===== src/rtl/ysyx_22040759_define.sv =====
// Shared constants for the instruction fetch unit: FSM encoding, the NOP word
// substituted on faults, and the default boot address.
package ysyx_22040759_define;

    typedef enum logic [2:0] {
        IDLE = 3'd0,
        REQ  = 3'd1,
        WAIT = 3'd2,
        OUT  = 3'd3,
        NEXT = 3'd4
    } ifu_state_e;

    localparam logic [31:0] INST_NOP         = 32'h0000_0013;
    localparam logic [63:0] RESET_PC_DEFAULT = 64'h0000_0000_8000_0000;

endpackage


===== src/rtl/ysyx_22040759_ifu_timer.sv =====
// Response timeout counter: counts enabled cycles after a clear and
// saturates at LIMIT, flagging expiry.
module ysyx_22040759_ifu_timer #(
    parameter logic [7:0] LIMIT = 8'd255
) (
    input  logic clk,
    input  logic rst,
    input  logic clear,
    input  logic enable,
    output logic expired
);

    logic [7:0] count;

    assign expired = (count == LIMIT);

    always_ff @(posedge clk) begin
        if (rst || clear)
            count <= 8'd0;
        else if (enable && !expired)
            count <= count + 8'd1;
    end

endmodule


===== src/rtl/ysyx_22040759_ifu.sv =====
// Instruction fetch unit: one outstanding fetch at a time, request/response to
// imem, then a registered instruction handed to decode with a valid/ready pair.
module ysyx_22040759_ifu
    import ysyx_22040759_define::*;
#(
    parameter logic [63:0] RESET_PC       = RESET_PC_DEFAULT,
    parameter logic [7:0]  TIMEOUT_CYCLES = 8'd255
) (
    input  logic        clk,
    input  logic        rst,
    input  logic [63:0] pc_new,
    input  logic        pc_new_valid,
    output logic        imem_req_valid,
    input  logic        imem_req_ready,
    output logic [63:0] imem_addr,
    input  logic        imem_resp_valid,
    input  logic [31:0] imem_rdata,
    input  logic        imem_resp_err,
    output logic        inst_valid,
    input  logic        inst_ready,
    output logic [31:0] inst,
    output logic [63:0] inst_pc,
    output logic        fetch_err
);

    ifu_state_e  state, state_nxt;
    logic [63:0] pc;
    logic [31:0] inst_q;
    logic        err_q;
    logic        pc_aligned;
    logic        timeout;

    assign pc_aligned = (pc[1:0] == 2'b00);

    // Held clear outside WAIT so every WAIT visit starts counting from zero.
    ysyx_22040759_ifu_timer #(
        .LIMIT(TIMEOUT_CYCLES)
    ) u_timer (
        .clk    (clk),
        .rst    (rst),
        .clear  (state != WAIT),
        .enable ((state == WAIT) && !imem_resp_valid),
        .expired(timeout)
    );

    always_comb begin
        state_nxt = state;
        case (state)
            IDLE: state_nxt = REQ;
            REQ:  if (!pc_aligned)                  state_nxt = OUT;
                  else if (imem_req_ready)          state_nxt = WAIT;
            WAIT: if (imem_resp_valid || timeout)   state_nxt = OUT;
            OUT:  if (inst_ready)                   state_nxt = NEXT;
            NEXT: if (pc_new_valid)                 state_nxt = REQ;
            default:                                state_nxt = IDLE;
        endcase
    end

    always_ff @(posedge clk) begin
        if (rst) begin
            state  <= IDLE;
            pc     <= RESET_PC;
            inst_q <= INST_NOP;
            err_q  <= 1'b0;
        end else begin
            state <= state_nxt;
            case (state)
                REQ: if (!pc_aligned) begin
                    inst_q <= INST_NOP;
                    err_q  <= 1'b1;
                end
                // A response wins over a timeout landing in the same cycle.
                WAIT: if (imem_resp_valid) begin
                    inst_q <= imem_rdata;
                    err_q  <= imem_resp_err;
                end else if (timeout) begin
                    inst_q <= INST_NOP;
                    err_q  <= 1'b1;
                end
                NEXT: if (pc_new_valid) pc <= pc_new;
                default: ;
            endcase
        end
    end

    assign imem_req_valid = (state == REQ) && pc_aligned;
    assign imem_addr      = pc;
    assign inst_valid     = (state == OUT);
    assign inst           = inst_q;
    assign inst_pc        = pc;
    assign fetch_err      = err_q;

endmodule


===== config.mk =====
export PLATFORM = sky130hd
export DESIGN_NAME = ysyx_22040759_ifu
export DESIGN_NICKNAME = d
export VERILOG_FILES = /design/src/rtl/ysyx_22040759_define.sv /design/src/rtl/ysyx_22040759_ifu_timer.sv /design/src/rtl/ysyx_22040759_ifu.sv
export SDC_FILE = /design/constraint.sdc
export NUM_CORES = 1
export LEC_CHECK = 0
export CORE_ASPECT_RATIO = 1.2
export CORE_UTILIZATION = 41
export DETAILED_ROUTE_END_ITERATION = 8
export PLACE_DENSITY = 0.85
export SLEW_MARGIN = 20
export SYNTH_ARGS = -nofsm -noshare
export SYNTH_HDL_FRONTEND = slang
export SYNTH_SLANG_ARGS = --single-unit

===== constraint.sdc =====
create_clock -name clk -period 4.88 [get_ports clk]
set_clock_uncertainty 0.05 [all_clocks]
set_input_delay 0.488 -clock clk [delete_from_list [all_inputs] [get_ports clk]]
set_output_delay 0.488 -clock clk [all_outputs]
set_load 0.03 [all_outputs]

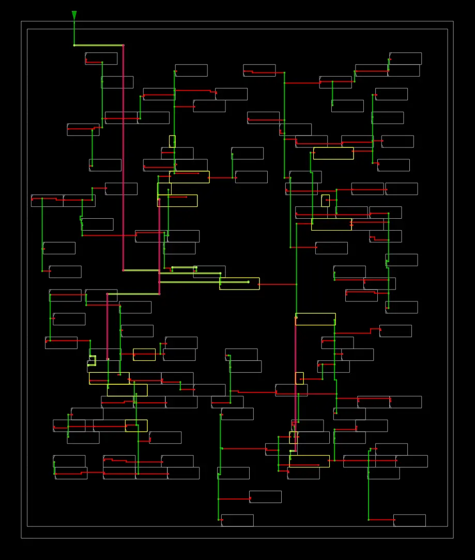
(clock wiring as the flow saved it)
# clk buffers: 12
Seq cells: 108
Clock Latency Late Sink: 0.33 ns
clock group power: 688 uW
TritonCTS Buffers: 9

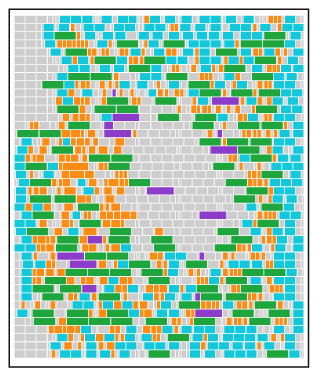
(placed cells, one color a class)
(3 px per um) Fill, decap, tap and diode cells in gray.
purple -> clock drivers and dummy loads  # cells 16, share of their area 4.0%
cyan -> remaining buffers and delay cells  # cells 269, share of their area 39%
orange -> combinational and other logic  # cells 365, share of their area 26%
green -> sequential cells  # cells 108, share of their area 31%
Core Util, Final: 64.5%
site row count: 42
final instance area: 7120 um2
Core Area: 11000 um2
register share of the cell area: 30.4%

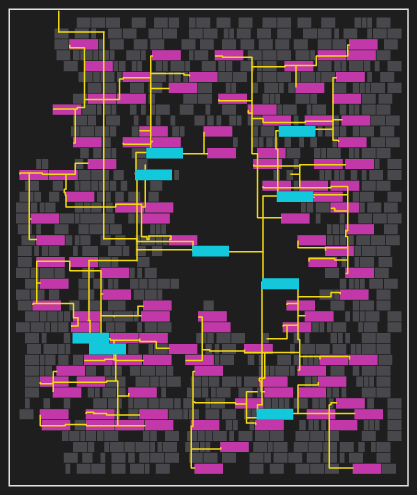
(routed clock nets over the placement)
(4 px per um)
magenta -> flip-flops  # count 108
yellow -> clock wires  # length 1210 um
cyan -> clock drivers  # count 9
flops lie = all over the die
routed clock nets = 10
Clk pwr share: 36.3%

==> results.cfg <==
; synthesis and place-and-route metrics
[finish]
drive_gt1_share_pct = 3.56
antenna_cells = 0
comb_cells = 358
logic_area_um2 = 1800
final-nonclk-buf-share_pct = 37.7
sh_comb_area_pct = 25.3

[clock_network]
post_cts_buffers = 0
clock_sinks = 108
htree_levels = 3
clock_path_buffers = 2

[setup_path]
critPathMaxStageDelay_ns = 0.74
path_buffers = 1
r2r_start = state[2]$_SDFFE_PP0P_
startpoint_type = flop
path_cells = nand2b_1 -> nor3_1 -> clkdlybuf4s50_1

[place]
place_hpwl_um = 10500
dp_cells = 874

[timing]
hold_viol = 0
rsz0062_at_grt = false
fmax_mhz = 373
slew_viol_final = 0
tightest_slew_ns = 0.686

[die]
ios = 266
die_w_um = 99.3
taps = 132
fp_util_pct = 42.2

[synthesis]
top_cell_area_share_pct = 46.4
simple_gate_area_share_pct = 18.9
syn_area_um2 = 4660
area_leaders = dfxtp_1 (46%), nand2_1 (13%), buf_4 (10%), a21oi_1 (10%), o31ai_1 (5.3%)
xor_area_share_pct = 1.13
async_flop_share_pct = 0
ff_type = dfxtp_1
avgSynthCellArea_um2 = 8.06
largest_area_cell = dfxtp_1
postSynthSeqShare_pct = 46.4
ys_seq_elements = 108

[global_routing]
grt_use_met3_pct = 3.67
first_global_vias = 4364
use_met2_pct = 45.4
grt_usage_pct = 23.7
busiest_layer = met2

[worst_hold_path]
hp-start = inst[2]$_SDFFE_PP0P_

[status]
status = complete, no violations

[pwr]
power_uw = 1900
seq_power_uw = 923

[route]
first_pass_iters = 4
wl_per_cell_um = 16.1
-- cell usage in the layout, fill, tap and decap left out, types with 2 or more instances in the layout --
cell type	Yosys	routed
a21o_1	3	3
a21oi_1	95	95
and2_1	3	2
buf_4	65	5
clkbuf_16	0	9
clkbuf_8	0	2
clkdlybuf4s50_1	0	264
clkinv_2	0	3
dfxtp_1	108	108
inv_1	7	7
nand2_1	163	162
nand2b_1	4	4
nand3_1	3	3
nand4_1	5	5
nor2_1	11	11
nor2b_1	2	2
nor3_1	3	3
o2111ai_1	2	2
o211ai_1	3	3
o21a_1	3	3
o21ai_1	3	3
o31ai_1	33	33
or3_1	2	2
xnor2_1	3	3
xor2_1	3	3
-- per-layer routing --
layer,vias up,part of all wire (%)
met3,33,4.2
met1,2136,37
li1,2207,-
met4,0,2.7
met5,-,0
met2,175,56
-- per-stage QoR --
| step | hold slack (ns) | setup WS, ns | instance area (um2) |
|---|---|---|---|
| 6_report | 0.419 | 2.20 | 7120 |
| 5_1_grt | 0.437 | 2.07 | 7120 |
| 4_1_cts | 0.418 | 2.18 | 7110 |
| 3_5_place_dp | 0.407 | 2.28 | 6830 |
| 3_3_place_gp | 0.402 | 2.42 | 6830 |
| 2_1_floorplan | 0.399 | 2.91 | 4660 |
-- synth_stat cells, types with 2 or more instances --
cell	number
nand3_1	3
inv_1	7
nand2b_1	4
nor2_1	11
o211ai_1	3
buf_4	65
nor3_1	3
a21o_1	3
nor2b_1	2
o21ai_1	3
and2_1	3
o21a_1	3
and3_1	2
dfxtp_1	108
xor2_1	3
nand2_1	163
a21oi_1	95
clkbuf_1	25
buf_6	3
buf_2	12
nand4_1	5
o2111ai_1	2
or3_1	2
xnor2_1	3
o31ai_1	33
Power and IR drop assume default switching activity.
